Fig. 1: run 1, sequential cells grouped by signal name
The bar under the picture is 50 um long.
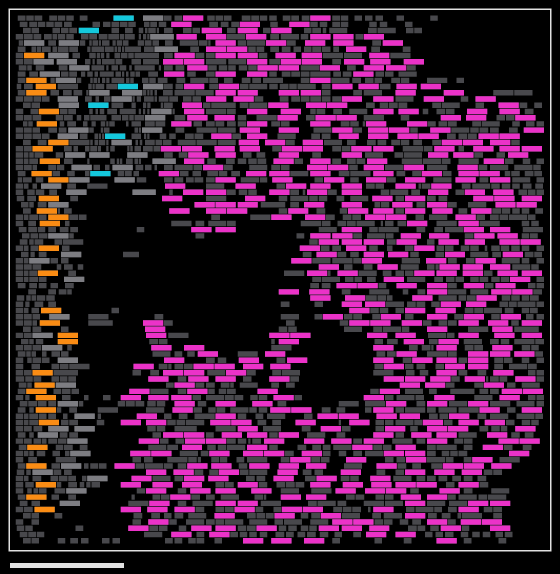
Fig. 2: run 1, metal layers overlaid
The bar under the picture is 50 um long. Only two layers are drawn.
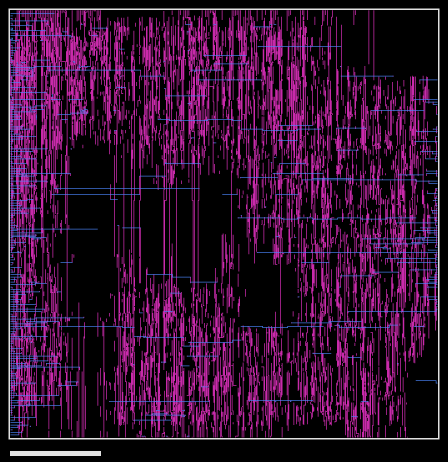
Fig. 3: run 1, cell classes on the final placement
Fill, decap, tap and diode cells in grey.
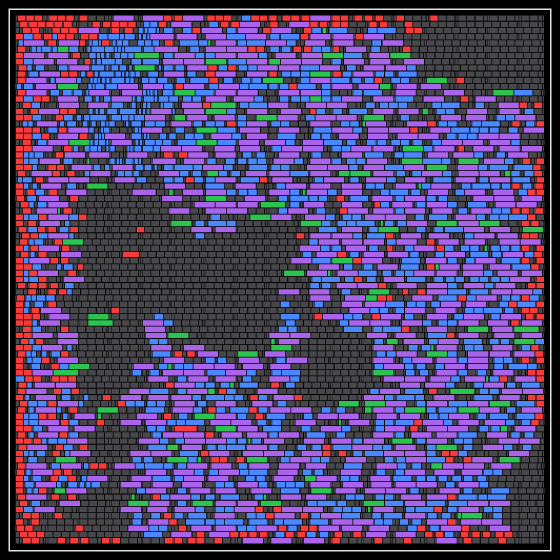
Design vedic_mul_arb_flat, sky130hd; sources not shown.
==> impl.org, run 1 <==
#+TITLE: Flow metrics

** Outcome
- Outcome :: complete, no violations

** STA
- Counting endpoints that fail hold in the final report gives 0.
- Post-Route Setup TNS :: 0 ps
- Setup repair after global routing left no endpoint under its margin.
- The transition time recorded at the tightest slew-check pin is 887.0 ps.
- Fmax :: about 38 MHz
- The final report lists the setup-violating endpoint count as 0.

** Final layout
- Sequential Area :: roughly 15000 um^2
- In the final design, more cell area goes to sequential cells than to any other class.
- The register with the most flip-flops in the layout has 512 of them.
- Fill cell instance count of the final layout :: 3803
- The clock buffers instantiated in the layout total a little over 90.
- Between the synthesized netlist and the finished layout, the area growth was recorded as 24.73%.
- After the last flow step, the layout net total stands at 2274.
- Counting plain and timing-repair buffers in the layout gives 431.

** Power and ir drop
- Per the OpenROAD power report, leakage power amounts to approximately 15 nW.
- Portion of total power attributed to the clock network :: roughly a third
- The power report shows net switching accounting for between 20% and 30% of the total.
- Combinational logic power :: about 0.00036 W
- The biggest slice of the total power is consumed by registers.
- Portion of total power attributed to combinational logic :: 24.3%
- Peak supply drop :: ~0.000032 V

** Synth
- The portion of synthesized area spent on multiplexers is ~32%.
- Number of standard cells reported by yosys :: 1663
- The synthesized netlist devotes under 10% of its cell area to adder and majority cells.
- The largest total area in the synthesized netlist belongs to sky130_fd_sc_hd__dfrtp_1.
- Number of flops mapped to enable cells by yosys :: 0
- Share of async-settable or async-resettable flops after synthesis :: 100.0%
- The commonest register cell is sky130_fd_sc_hd__dfrtp_1.
- For reference, the post-synthesis area per instance comes to 16.20 um^2.
- Per the synthesis report, the simple-gate share of the synthesized area is under 10%.
- After synthesis, the largest family of logic cells by area is multiplexers.
- After technology mapping, the gate count stands at between 1500 and 2000.
- Yosys top cell area share :: between 50% and 60%
- XORs/XNORs by Area :: less than 1%
- According to the Yosys statistics, the synthesized design has a chip area of 26940 um^2.

** Global routing
- Global route overflow :: 0
- For met2 alone, demand over resource in global routing was roughly 43%.
- First-pass GRT wire length :: 106000 um
- Layer with the highest usage after global routing :: met2
- Met1 GRT Util :: between 30% and 40%

** Worst setup path
- The timing report attributes the biggest portion of critical-path delay to simple AND/OR/NAND/NOR gates.
- Cell with the most instances on the worst path :: sky130_fd_sc_hd__clkdlybuf4s50_1
- CP required :: approximately 35000 ps
- The worst setup path is launched from a primary input.
- The worst setup path is captured at a primary output.
- The timing report shows that the slowest cell on the worst path is sky130_fd_sc_hd__nand2_4.
- Instance count on the critical path :: 6
- Maximum net fanout on the critical path :: approximately 70
- The worst setup path is of the in2out kind.

** Placed design
- Placed cell count :: between 2000 and 3000

** Drt
- TritonRoute reported its final design rule violation total as 0.
- 1st-iter DRT viols :: 866
- Number of vias in the routed layout :: about 16000

** Min path
- The min-delay analysis places its worst path in the category reg2reg.
- Number of cells traversed by the worst hold path :: 0

** Floorplan
- For this design the top-level I/O count stands at 411.
- Fraction of the core area occupied by cells at floorplan :: 50.36%

** Clock network
- The timing report gives the clock slew at the launch and capture registers of the worst setup and hold paths as about 60 ps.
- Buffers inserted during post-CTS setup optimization :: 0
- Number of gates resized after cts :: 0
- Clk Tree Root Cell :: sky130_fd_sc_hd__clkbuf_16

** Job
- OpenROAD warnings :: 37
About Fig. 1:
`u_core.fifo_mem` -> magenta  # flops 512
`u_core.bus.mul_A` -> orange  # flops 32, where a column on the left
`u_core.inflight_cnt` -> cyan  # flops 6, where top left
Seq/total area: 45.18%
power of the sequential group: 0.000613 W

About Fig. 2:
met2 -> magenta  # wire length 35.7 mm
met3 -> blue  # wire length 3520 um
WL/cell: 24.56 um
total length of routed wires: 68590 um

About Fig. 3:
all other logic -> blue  # cells 943
other buffers and delay cells -> red  # cells 431
flops -> purple  # cells 606
clock drivers and dummy loads -> green  # cells 113
standard-cell rows: 85
final core utilization: 62.81%
area of all placed cells without fillers: 33600 um^2
CORE AREA: 53500 um^2

[run 1: cell usage in the layout (no fill, tap or decap), drive strengths merged, types with 4 or more instances in the layout]
cell	count
dfrtp	606
mux2	512
clkdlybuf4s50	410
mux4	128
clkbuf	91
or3	69
o221a	69
nor2	22
buf	21
nand2	20
ha	18
inv	14
clkinv	11
a21oi	9
nor3	9
nand2b	8
xor2	8
nand3	8
bufinv	7
xnor2	5
o211ai	5
diode	4
and2	4
o2bb2ai	4
fa	4
[run 1: per-layer routing]
| metal | vias to the layer above | wire length (um) | share of wire, % |
|---|---|---|---|
| met5 | - | 38 | 0.055 |
| met4 | 6 | 2419 | 3.5 |
| met3 | 122 | 3518 | 5.1 |
| met2 | 485 | 35720 | 52 |
| met1 | 8756 | 26900 | 39 |
| li1 | 7045 | - | - |
==> inputs of run 2 (changes only) <==
Clock period 46.3 ns to 25.2 ns, I/O delays scaled along.
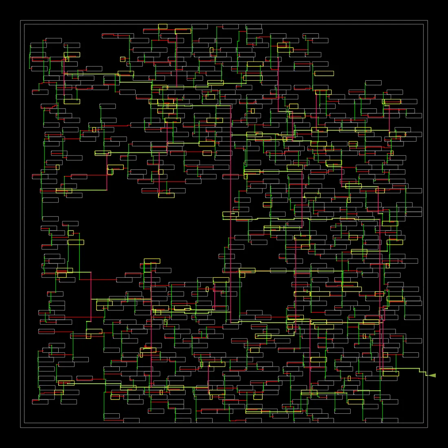
Fig. 4. The clock network (run 2).
number of buffers created by CTS: 61
count of clock tree sinks: 606
number of flip-flops and latches: 606

==> run 2 against run 1 <==
Effect of this change: critical path type unchanged; synthesized cell count did not move; register-to-register slack got worse by 21000 ps; clock power rose by 86%; global-route usage rose by 0.42 points; first-iteration DRC count fell by 3.5%; combinational power rose by 84%; via count rose by 0.37%; sequential power rose by 84%.
==> impl.org, run 2 <==
#+TITLE: Flow metrics

** Outcome
- Outcome :: complete, no violations

** Worst setup path
- The data required time reported for the critical path is 18700 ps.
- STA classifies the critical path endpoint as a primary output.
- The slowest stage of the critical path is the sky130_fd_sc_hd__clkdlybuf4s50_1 cell.
- The worst setup path is launched from a primary input.
- Counting stages on the worst path, the most repeated cell is sky130_fd_sc_hd__clkdlybuf4s50_1.
- The critical path runs through a total of 6 cells.
- Maximum net fanout on the critical path :: roughly 70
- The cell family contributing the most delay on the critical path is buffers and inverters.

** Placed design
- Including well taps, the total number of placed cells is about 2700.

** Final layout
- Sequential Area :: approximately 15000 um^2
- Fill cell instance count of the final layout :: 3770
- By instance count after routing, the leading logic cell type is sky130_fd_sc_hd__dfrtp_1.
- Cells fill between 60 and 70% of the core in the end.
- In the final design database the tool counted 2277 nets.
- Count of clock buffers in the final design :: 91
- Leading cell types in the layout, fill and taps excluded :: sky130_fd_sc_hd__dfrtp_1 (602), sky130_fd_sc_hd__mux2_2 (512), sky130_fd_sc_hd__clkdlybuf4s50_1 (410), sky130_fd_sc_hd__mux4_2 (128)
- The register with the most flip-flops in the layout has roughly 510 of them.
- Ranked by total area, the top cell class in this layout is sequential cells.

** Floorplan
- Standard-cell rows :: about 85
- The region available for standard cell placement spans ~53000 um^2.
- The floorplan step records an initial core utilization of roughly half.

** Global routing
- Routing resource usage on met1 recorded by global route was a little under a third.
- Layer with the highest usage after global routing :: met2
- First-pass GRT wire length :: between 100000 and 150000 um
- Per the GRT congestion report, total overflow comes to 0.

** Clock network
- Clock transition at path regs :: 70 ps
- The root buffer cell chosen for the clock tree is sky130_fd_sc_hd__clkbuf_16.
- Number of gates resized after cts :: 0
- Buffers added to address setup during post-CTS repair amount to 0.

** Synth
- Number of flops mapped to enable cells by yosys :: 0
- Number of standard cells reported by yosys :: ~1700
- sky130_fd_sc_hd__dfrtp_1 takes more of the synthesized area than any other cell.
- Dominant kind of combinational cell :: multiplexers
- Avg Synthesized Cell Area :: ~16 um^2
- For reference, XOR and XNOR gates occupy 0.4226% of the area reported after synthesis.
- Mux frac, synth :: 32.18%
- Area reported by Yosys stat :: around 27000 um^2
- Adder Share, Synth :: 1.133%
- After technology mapping, the gate count stands at about 1700.

** Min path
- The most critical min-delay path falls under reg2reg.
- Number of cells traversed by the worst hold path :: 0

** Drt
- The first routing iteration left around 840 violations.
- Number of vias in the routed layout :: 16474
- Total length of routed wires :: around 69000 um
- Met3 wire len :: about 3800 um
- Detailed routing placed a total of roughly 36000 um of wire on met2.
- Detailed-route wire length on metal 1 :: ~26000 um
- The routed layout reports a DRC error count of 0.

** Power and ir drop
- The leakage component of the power was reported as 15.26 nW.
- The group that draws the most power in this run is registers.
- Per report_power, the Sequential row totals roughly 0.0011 W.

** STA
- Setup repair after global routing missed its margin :: no
- The final hold violation count recorded for this run is 0.
- In this build the clock could be raised as far as around 65 MHz.
- Slew of the pin with the lowest slew margin :: around 1000 ps
- The final report lists the setup-violating endpoint count as 0.

** Job
- OpenROAD warnings :: 36
-- run 2: netlist changes by cell type in the layout (fill, tap and decap cells not counted) --
cell	delta
sky130_fd_sc_hd__buf_16	+2
sky130_fd_sc_hd__buf_4	+3
sky130_fd_sc_hd__buf_6	-2
sky130_fd_sc_hd__bufinv_16	-2
sky130_fd_sc_hd__clkbuf_1	-6
sky130_fd_sc_hd__clkbuf_8	+6
sky130_fd_sc_hd__clkinvlp_4	+3
sky130_fd_sc_hd__diode_2	+2
sky130_fd_sc_hd__inv_6	+1
sky130_fd_sc_hd__inv_8	+1
sky130_fd_sc_hd__nand3_2	+1
sky130_fd_sc_hd__nand3_4	-1
Power figures rest on the tool's default switching activity, not on a simulated workload.
